run_1/final_placement.png
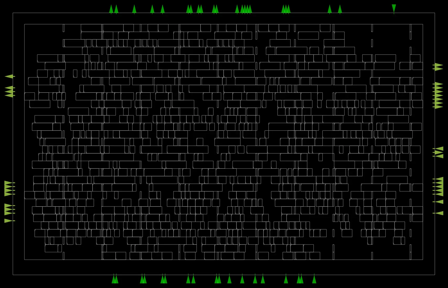
run_1/wire_density.png
Bar = 50 um. The die is cut into 30 by 19 equal tiles; black is low, pale yellow is high, scaled to the fullest tile. Values are wire area over tile area, all layers added.
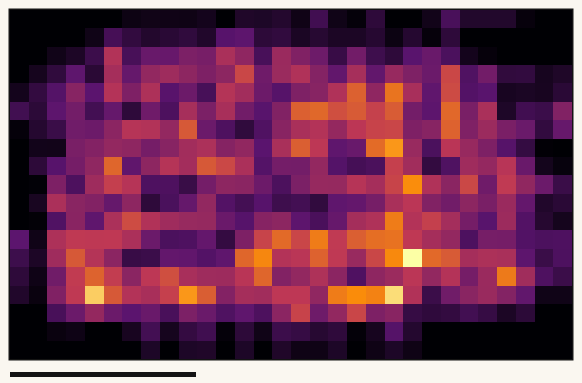
run_1/cell_classes.png
Fill, decap, tap and diode cells in grey.
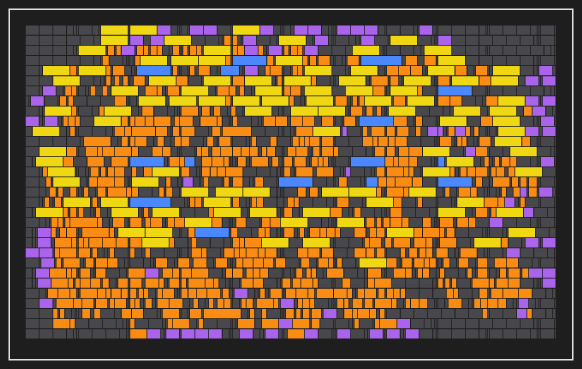
[config.mk]
export PLATFORM = sky130hd
export DESIGN_NAME = seq_mul_unit
export DESIGN_NICKNAME = d
export VERILOG_FILES = /design/src/rtl/seq_mul_pkg.sv /design/src/rtl/seq_mul_prep.sv /design/src/rtl/seq_mul_unit.sv
export SDC_FILE = /design/constraint.sdc
export NUM_CORES = 1
export LEC_CHECK = 0
export CORE_ASPECT_RATIO = 0.6
export CORE_MARGIN = 4
export CORE_UTILIZATION = 50
export DETAILED_ROUTE_END_ITERATION = 10
export PLACE_DENSITY = 0.72
export RECOVER_POWER = 25
export SYNTH_ARGS = -nofsm -noshare
export SYNTH_HDL_FRONTEND = slang
export SYNTH_SLANG_ARGS = --single-unit
[constraint.sdc]
create_clock -name clk -period 3.7 [get_ports clk]
set_input_delay 0.37 -clock clk [delete_from_list [all_inputs] [get_ports clk]]
set_output_delay 0.37 -clock clk [all_outputs]
set_load 0.01 [all_outputs]
[src/rtl/seq_mul_pkg.sv]
`default_nettype none
// ============================================================================
// Module      : seq_mul_pkg
// Description : Shared definitions for the sequential multiplier: FSM state
//               encoding, mode selector values and a counter-width helper.
// Revision    : 1.0  initial release
// ============================================================================
package seq_mul_pkg;

    // Controller states: idle, iterating, one-cycle result strobe
    typedef enum logic [1:0] {
        ST_IDLE = 2'd0,
        ST_RUN  = 2'd1,
        ST_DONE = 2'd2
    } state_t;

    // Operation select
    localparam logic MODE_MUL = 1'b0;   // a*b
    localparam logic MODE_DSQ = 1'b1;   // (a+b)*(a-b)

    // Bits needed to count 0..value-1; never less than one bit
    function automatic int clog2(input int value);
        int r;
        int v;
        r = 0;
        v = value - 1;
        while (v > 0) begin
            r = r + 1;
            v = v >> 1;
        end
        if (r == 0) begin
            r = 1;
        end
        return r;
    endfunction

endpackage : seq_mul_pkg
`default_nettype wire

[src/rtl/seq_mul_prep.sv]
`default_nettype none
// ============================================================================
// Module      : seq_mul_prep
// Description : Combinational operand preparation. Produces the multiplicand
//               m and multiplier q from the raw operands and the mode.
//               In difference-of-squares mode the sum and difference wrap
//               modulo 2^WIDTH (carry and borrow are discarded).
// Ports       : mode   in   operation select (MODE_MUL / MODE_DSQ)
//               a, b   in   WIDTH-bit operands
//               m, q   out  WIDTH-bit multiplicand / multiplier
// Revision    : 1.0  initial release
// ============================================================================
module seq_mul_prep
    import seq_mul_pkg::*;
#(
    parameter int WIDTH = 16
) (
    input  logic             mode,
    input  logic [WIDTH-1:0] a,
    input  logic [WIDTH-1:0] b,
    output logic [WIDTH-1:0] m,
    output logic [WIDTH-1:0] q
);

    always_comb begin
        m = a;
        q = b;
        if (mode == MODE_DSQ) begin
            m = a + b;
            q = a - b;
        end
    end

endmodule : seq_mul_prep
`default_nettype wire

[src/rtl/seq_mul_unit.sv]
`default_nettype none
// ============================================================================
// Module      : seq_mul_unit
// Description : Iterative shift-and-add multiplier with start/busy/done
//               handshake. One multiplier bit is retired per clock, so every
//               operation takes exactly WIDTH RUN cycles followed by a single
//               DONE cycle. The result register only changes on the edge that
//               enters DONE, so partial sums are never visible.
// Ports       : clk    in   system clock
//               re     in   synchronous active-high reset
//               start  in   request, honoured in IDLE or DONE
//               mode   in   0: a*b, 1: (a+b)*(a-b)
//               a, b   in   WIDTH-bit operands, captured on accept
//               busy   out  high while iterating
//               done   out  one-cycle completion pulse
//               prod   out  2*WIDTH-bit result, held until next completion
//               ovf    out  upper half of prod is nonzero
// Revision    : 1.0  initial release
// ============================================================================
module seq_mul_unit
    import seq_mul_pkg::*;
#(
    parameter int WIDTH = 16
) (
    input  logic               clk,
    input  logic               re,
    input  logic               start,
    input  logic               mode,
    input  logic [WIDTH-1:0]   a,
    input  logic [WIDTH-1:0]   b,
    output logic               busy,
    output logic               done,
    output logic [2*WIDTH-1:0] prod,
    output logic               ovf
);

    localparam int             c_cnt_w = clog2(WIDTH);
    localparam logic [c_cnt_w-1:0] c_last = c_cnt_w'(WIDTH - 1);

    state_t                 r_state;
    logic [c_cnt_w-1:0]     r_cnt;
    logic [WIDTH-1:0]       r_m;
    logic [WIDTH-1:0]       r_q;
    logic [2*WIDTH-1:0]     r_p;
    logic                   r_busy;
    logic                   r_done;
    logic [2*WIDTH-1:0]     r_prod;
    logic                   r_ovf;

    logic [WIDTH-1:0]       w_m;
    logic [WIDTH-1:0]       w_q;
    logic [WIDTH:0]         w_sum;
    logic [2*WIDTH-1:0]     w_p_next;

    seq_mul_prep #(
        .WIDTH (WIDTH)
    ) u_prep (
        .mode (mode),
        .a    (a),
        .b    (b),
        .m    (w_m),
        .q    (w_q)
    );

    // Add the multiplicand into the upper half when the current multiplier
    // bit is set; the extra sum bit holds the carry so that the right shift
    // of {carry, P} keeps the product exact.
    assign w_sum    = {1'b0, r_p[2*WIDTH-1:WIDTH]} + {1'b0, (r_q[0] ? r_m : '0)};
    assign w_p_next = {w_sum, r_p[WIDTH-1:1]};

    always_ff @(posedge clk) begin
        if (re) begin
            r_state <= ST_IDLE;
            r_cnt   <= '0;
            r_m     <= '0;
            r_q     <= '0;
            r_p     <= '0;
            r_busy  <= 1'b0;
            r_done  <= 1'b0;
            r_prod  <= '0;
            r_ovf   <= 1'b0;
        end else begin
            case (r_state)
                ST_IDLE, ST_DONE: begin
                    r_done <= 1'b0;
                    if (start) begin
                        r_state <= ST_RUN;
                        r_busy  <= 1'b1;
                        r_cnt   <= '0;
                        r_m     <= w_m;
                        r_q     <= w_q;
                        r_p     <= '0;
                    end else begin
                        r_state <= ST_IDLE;
                        r_busy  <= 1'b0;
                    end
                end
                ST_RUN: begin
                    r_p <= w_p_next;
                    r_q <= r_q >> 1;
                    if (r_cnt == c_last) begin
                        r_state <= ST_DONE;
                        r_busy  <= 1'b0;
                        r_done  <= 1'b1;
                        r_prod  <= w_p_next;
                        r_ovf   <= |w_p_next[2*WIDTH-1:WIDTH];
                    end else begin
                        r_cnt <= r_cnt + 1'b1;
                    end
                end
                default: begin
                    r_state <= ST_IDLE;
                    r_busy  <= 1'b0;
                    r_done  <= 1'b0;
                end
            endcase
        end
    end

    assign busy = r_busy;
    assign done = r_done;
    assign prod = r_prod;
    assign ovf  = r_ovf;

endmodule : seq_mul_unit
`default_nettype wire

==> flow_summary.toml, run 1 <==
# generated from flow reports
[synthesis]
async_reset_ff_share_pct = 0
synthFlopType = "dfxtp_1"
edf_count = 0
syn_area_um2 = 6140
ys_cells = 741
ys_seq_share_pct = 33.6
synth-seq-cells = 103
yosys_warnings = 0
yosysUniqueCellTypes = 67
yosysChipArea_um2 = 6140
avgSynthCellArea_um2 = 8.28
synth_nets = 827
synth_cells = 741

[worst_setup_path]
cp-start-kind = "flip-flop"
worstPathArrival_ns = 3.59
critical_path.max_fanout = 17
path_class = "flip-flop to flip-flop"
worstPathRequired_ns = 3.94
critPathCaptureType = "flip-flop"

[clock_tree]
root_buffer = "clkbuf_16"
clockBufferDepth = 2
tritoncts = "yes"
clk_transition_reported_paths_ns = 0.07
ctsResizeCount = 0
postCtsSetupBuffers = 0
cts_htree_levels = 3
ctsHoldBuffers = 0
worstSkewPairLatency_ns = 0.35
cts_buffers = 9
cts_num_sinks = 103

[global_routing]
antenna_found_initial = 0
gr-total-overflow = 0
grt_pass1_vias = 5257
grt_pass1_wl_um = 26000
grt_max_degree = 60

[floorplan]
die_w_um = 151
die_area_um2 = 14200
fp_util_pct = 51.1
ios = 71
die_h_um = 93.8

[final_timing]
hold_violations = 0
skew_ns = 0.00474
final_max_slew_viol_count = 0
tns_ns = 0
relSlewSlack_pct = 17.9
worst_pin_slew_ns = 1.23
rsz0062_at_grt = "no"
period_minus_slack_ns = 3.35
max_freq_mhz = 299
fin_ws_ns = 0.350
final-setup-viol-count = 0
finalClockPeriodUsage_pct = 90.5

[run_status]
outcome = "complete, no violations"

[finish]
n_fill_cell = 1084
antenna_cells = 0
drive_gt1_share_pct = 4.90
area_growth_pct = 18.5
final_common_cell = "dfxtp_1"
fin_nets = 878
mostFrequentLayoutCells = "dfxtp_1 (103), nor2_1 (75), a21oi_1 (70), nand2_1 (67), clkdlybuf4s50_1 (50)"

[place]
port_buffers = 70
place_congestion = 0.924
hpwl_um = 12000
place_ws_ns = 0.390

[route]
dr.pass1.iters = 7
routed_via_density = 5.87
post-route-drc-count = 0
num_vias = 5638
dr.first_iter.drc_count = 382
drt.antenna.violating_nets = 0

[run]
warnings = 41
drv_cap = 0

[pwr]
p_per_area_nw_per_um2 = 368
vdd_drop_max_v = 0.000252
power.leakage_nw = 2.94

[hold_path]
min_path_type = "primary input to flip-flop"
Back to the opening pictures, final_placement.png:
post-layout util: 60.5%
std cell rows: 31
flop share of the area: 28.3%
Non-Filler Instances: 961

Back to the opening pictures, wire_density.png:
The fullest tile reaches 0.65. 13% of the tiles are over half the peak. 14% of the tiles are nearly empty. The mean over all tiles is 0.18.
Avg WL per Cell: 16.5 um
GRT Overall Usage: 22.8%
drt total wl: 15900 um

Back to the opening pictures, cell_classes.png:
Orange is all other logic, cells 597. Blue is clock drivers and dummy loads, cells 15. Yellow is flops, cells 103. Purple is other buffers and delay cells, cells 81.
final instance area: 7280 um2
total core area: 12000 um2

-- run 1: path summary, 6_finish.rpt --
path	from	endpoint	slack (ns)	cells after the start
setup reg to reg	r_q[0]	ovf	0.35	12
hold / removal	re	r_m[15]	0.37	4
hold reg to reg	prod[1]	prod[1]	0.45	2
setup / recovery	r_q[0]	ovf	0.35	12
-- run 1: flip-flops by register name, summed over array words and instances, names as in the netlist --
register / flops
ovf: 1
r_state: 1
r_cnt: 4
busy: 1
done: 1
r_m: 16
prod: 32
r_q: 16
r_p: 31
-- run 1: routing by layer --
metal  part of all wire, %  track usage (%)  vias to the layer above
met5                     0                0                        -
met4                   1.1             5.81                        0
met3                   5.7             4.73                       19
met2                    42             33.1                      176
met1                    51             34.2                     2676
li1                      -                -                     2767
-- run 1: through the flow --
step                hold WS (ns)  total power [mW]  instance area [um2]  std cells
CTS                        0.362              2.68                 7290        961
floorplan                  0.423              1.53                 6140        741
global placement           0.440              1.66                 6970        946
detailed placement         0.448              1.68                 6970        946
global route               0.384              2.79                 7280        961
finish                     0.372              2.67                 7280        961
-- run 1: synthesized netlist by cell type, drive strengths merged (4+ instances only) --
cell | number | area (um2)
xor2 | 5 | 43.8
a21oi | 72 | 368
a22oi | 11 | 82.6
o22ai | 7 | 43.8
clkbuf | 33 | 124
nand3b | 5 | 37.5
a31oi | 15 | 93.8
xnor2 | 28 | 245
nor3 | 17 | 90.1
and2 | 17 | 106
o21bai | 4 | 30.0
nor2b | 7 | 51.3
buf | 8 | 36.3
nor2 | 76 | 288
inv | 40 | 150
mux2i | 7 | 70.1
a22o | 42 | 368
o211ai | 4 | 43.8
a211oi | 12 | 90.1
o31ai | 6 | 45.0
ha | 47 | 588
a221oi | 5 | 43.8
o21a | 7 | 53.8
o21ai | 19 | 95.1
nand2 | 67 | 251
nand2b | 7 | 43.8
nand3 | 10 | 50.1
or3 | 8 | 50.1
a21o | 7 | 52.6
dfxtp | 103 | 2060
-- run 1: cell families (layout without fill, tap and decap cells) --
kind of cell / after synthesis / count (layout) / share of synthesized area, %
compound gates: 234 / 234 / 26.8
xor+xnor: 33 / 33 / 4.71
simple gates: 233 / 233 / 18.1
flops: 103 / 103 / 33.6
mux: 7 / 7 / 1.14
buf+inv: 81 / 136 / 5.06
fa+ha+maj: 50 / 50 / 10.6
-- run 1: power breakdown --
group          total (mW)  internal, mW  switching (mW)
Sequential           1.17          1.14          0.0230
Combinational       0.492         0.204           0.288
Clock                1.02         0.608           0.408
-- run 1: final cells by class --
cell class / count / area [um2] / area share (%)
tap: 165 / 206 / 2.84
sequential: 103 / 2060 / 28.3
multi-input combinational: 557 / 3770 / 51.8
timing repair buffer: 81 / 767 / 10.5
clock inverter: 5 / 81.3 / 1.12
inverter: 40 / 150 / 2.06
clock buffer: 10 / 239 / 3.28
-- run 1: critical path, stage by stage, from the launching register on --
cell and delay, ns:
dfxtp_1 0.61, and2_1 0.21, ha_1 0.20, inv_1 0.06, fa_1 0.44, nor2b_4 0.16, o31a_4 0.17, o211ai_4 0.10
a31o_1 0.28, a311o_1 0.37, or3_1 0.40, nor3_2 0.16, a21oi_1 0.08
==> run 2: changes to the inputs <==
CORE_UTILIZATION = 45   (was 50)
GPL_TIMING_DRIVEN = 1   (was not set)
PLACE_DENSITY = 0.66   (was 0.72)
run_2/cell_classes.png
Fill, decap, tap and diode cells in grey.
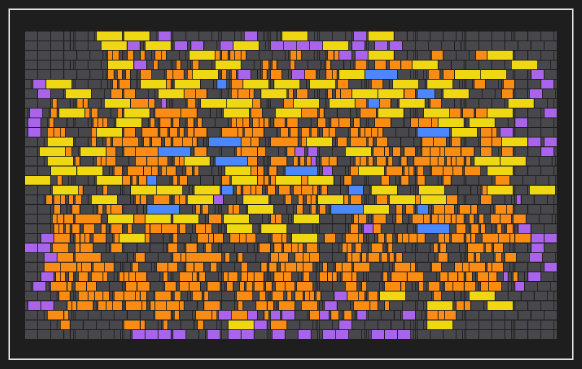
Orange is all other logic, cells 597. Blue is clock drivers and dummy loads, cells 16. Purple is other buffers and delay cells, cells 83. Yellow is flops, cells 103.
final instance area: 7270 um2
std cell rows: 32
total core area: 13100 um2
flop share of the area: 28.4%
post-layout util: 55.5%

run_2/zoom.png
Bar = 20 um. Region (15, 0) to (65, 50) um. Cells in grey, sequential cells in the stronger grey; small squares are vias.
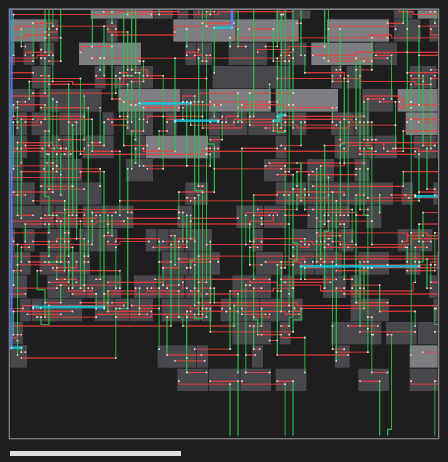
Green is met2. Blue is met4. Cyan is met3. Red is met1.
Most frequent: nor2_1 (28), a21oi_1 (16). Netlist names of flops here include r_q (7), r_m (5). 152 logic cells have their middle in the window. Sequential cells in the window: 12.

==> flow_summary.toml, run 2 <==
# generated from flow reports
[run_status]
outcome = "finished with violations"
violations = "max-capacitance violations, max-slew violations"

[worst_setup_path]
regToRegEndpoint = "ovf"
cpMostUsedCell = "a21oi_1"
worstPathArrival_ns = 3.66
slowest_delay_ns = 0.62
cp_slowest_cell = "dfxtp_1"
critPathCaptureType = "flip-flop"
crit_chain = "and2_1, ha_1, inv_1, fa_1, nor2b_4, o31a_4, a21oi_1, or4_1, nor4_1, nand4b_1, nor3_2, a21oi_1"
r2r-start = "r_q[0]"
reg2reg_depth = 12
path_class = "flip-flop to flip-flop"
critical_path.max_fanout = 17
worstPathRequired_ns = 3.93
cp-start-kind = "flip-flop"
reg2reg_slack_ns = 0.27

[finish]
n_fill_cell = 1187
fin_nets = 880
area_growth_pct = 18.4
largest_reg_flops = 32
antenna_cells = 0
mostFrequentLayoutCells = "dfxtp_1 (103), nor2_1 (75), a21oi_1 (70), nand2_1 (67), clkdlybuf4s50_1 (52)"
drive_gt1_share_pct = 5.13
final_common_cell = "dfxtp_1"

[synthesis]
ys_seq_share_pct = 33.6
yosysChipArea_um2 = 6140
yosys.area.top_type = "dfxtp_1"
avgSynthCellArea_um2 = 8.28
edf_count = 0
syn_area_um2 = 6140
synth_cells = 741
xor_area_share_pct = 4.71
synthMuxAreaShare_pct = 1.14
yosysUniqueCellTypes = 67
top_cells_by_area = "dfxtp_1 (34%), ha_1 (9.6%), a22o_1 (6.0%)"
synth-seq-cells = 103
synth.top_cell.area_share_pct = 33.6
synth.logic.top_family = "AND-OR/OR-AND gates"
adder_share_pct = 10.6
synth_nets = 827
synthTopCellsByCount = "dfxtp_1 (103), nor2_1 (75), a21oi_1 (70)"
most_common_cell = "dfxtp_1"
yosys_warnings = 0
ys_sh_aoi_pct = 26.8
async_reset_ff_share_pct = 0
simple_gate_area_share_pct = 18.1
synthFlopType = "dfxtp_1"
ys_cells = 741

[clock_tree]
cts_htree_levels = 3
worstSkewPairLatency_ns = 0.35
root_buffer = "clkbuf_16"
cts_buffers = 9
ctsResizeCount = 0
cts_num_sinks = 103
clk_transition_reported_paths_ns = 0.07
ctsHoldBuffers = 0
clockBufferDepth = 2
tritoncts = "yes"
postCtsSetupBuffers = 0

[floorplan]
die_h_um = 98.5
die_w_um = 159
die_area_um2 = 15600
fp_util_pct = 46.9
ios = 71

[run]
drv_cap = 2
warnings = 41

[pwr]
p_comb_share_pct = 19.2
vdd_drop_max_v = 0.000205
p_int_mw = 1.84
pwr-share-seq_pct = 45.1
power.leakage_nw = 2.92
finalPower_mw = 2.59
p_clk_share_pct = 35.6
p_per_area_nw_per_um2 = 356
sw_frac_of_total_pct = 29.0
p_switching_mw = 0.750

[final_timing]
period_minus_slack_ns = 3.43
relSlewSlack_pct = -26.9
worst_pin_slew_ns = 1.90
fin_ws_ns = 0.267
hold_violations = 0
finalClockPeriodUsage_pct = 92.8
worst_hold_slack_ns = 0.451
skew_ns = 0.00908
final-setup-viol-count = 0
tns_ns = 0
max_freq_mhz = 291
final_max_slew_viol_count = 69
rsz0062_at_grt = "no"

[global_routing]
track_usage_pct = 20.9
grt_pass1_wl_um = 27400
grt_pass1_vias = 5424
antenna_found_initial = 0
gr-total-overflow = 0
grt_max_degree = 39

[route]
dr.first_iter.drc_count = 392
post-route-drc-count = 0
dr.pass1.iters = 5
routed_wl_um = 16600
post_drt_wl_per_cell_um = 17.1
routed_via_density = 5.80
num_vias = 5624
drt.antenna.violating_nets = 0

[hold_path]
holdPathStages = 2
holdCritStartpoint = "prod[0]"
min_path_type = "flip-flop to flip-flop"
whs_endpoint = "prod[0]"

[place]
place_ws_ns = 0.365
hpwl_um = 12400
port_buffers = 70
place_congestion = 0.897
## run 2: cell counts after synthesis
No cell type changed its count.
## run 2: through the flow
step	util (%)	std cells	cell area [um2]
final	55.5	969	7270
after global routing	55.5	969	7270
after CTS	55.6	969	7280
after detailed placement	53.4	953	6990
after global placement	53.4	953	6990
after floorplan	-	741	6140
## run 2: critical path, delay by kind of cell, from the launching register on
family	cells	cell delay, ns
flops	1	0.62
compound gates	3	0.36
buf+inv	1	0.07
fa+ha+maj	2	0.63
simple gates	6	1.63
## run 2: worst max path at each step
| stage | start | end | slack, ns | cells past startpoint |
|---|---|---|---|---|
| 6_report | r_q[0] | ovf | 0.27 | 12 |
| 5_1_grt | r_q[0] | ovf | 0.18 | 12 |
| 4_1_cts | r_q[0] | ovf | 0.35 | 12 |
| 3_5_place_dp | r_q[0] | ovf | 0.37 | 12 |
| 3_3_place_gp | a[1] | r_m[14] | 0.49 | 11 |
| 2_1_floorplan | r_q[0] | ovf | 0.89 | 11 |
## run 2: cell type report
cell class / instances / area (um2) / area share (%)
well taps: 170 / 213 / 2.93
repair buffers: 83 / 781 / 10.7
clock inverters: 6 / 52.6 / 0.723
inverters: 40 / 150 / 2.07
flip-flops and latches: 103 / 2060 / 28.4
multi-input cells: 557 / 3770 / 51.9
clock buffers: 10 / 239 / 3.29
## run 2: logic make-up after synthesis
kind of cell / Yosys count
AND-OR/OR-AND: 234
XOR/XNOR: 33
adder cells (fa/ha/maj): 50
buffers and inverters: 81
flip-flops: 103
multiplexers: 7
AND/OR/NAND/NOR: 233
## run 2: power by group through the flow
stage	sequential (mW)	clock (mW)	combinational, mW
2_1_floorplan	1.18	0	0.345
3_3_place_gp	1.19	0	0.480
3_5_place_dp	1.19	0	0.489
4_1_cts	1.17	0.945	0.493
5_1_grt	1.17	0.988	0.548
6_report	1.17	0.922	0.497
## run 2: metal layers
layer | wire (um) | share of wire [%] | up-vias | track usage [%]
met5 | 0 | 0 | - | 0
met4 | 231 | 1.4 | 0 | 5.13
met3 | 769 | 4.6 | 22 | 4.05
met2 | 6970 | 42 | 150 | 31.7
met1 | 8630 | 52 | 2685 | 30.6
li1 | - | - | 2767 | -
Power and IR drop assume default switching activity.
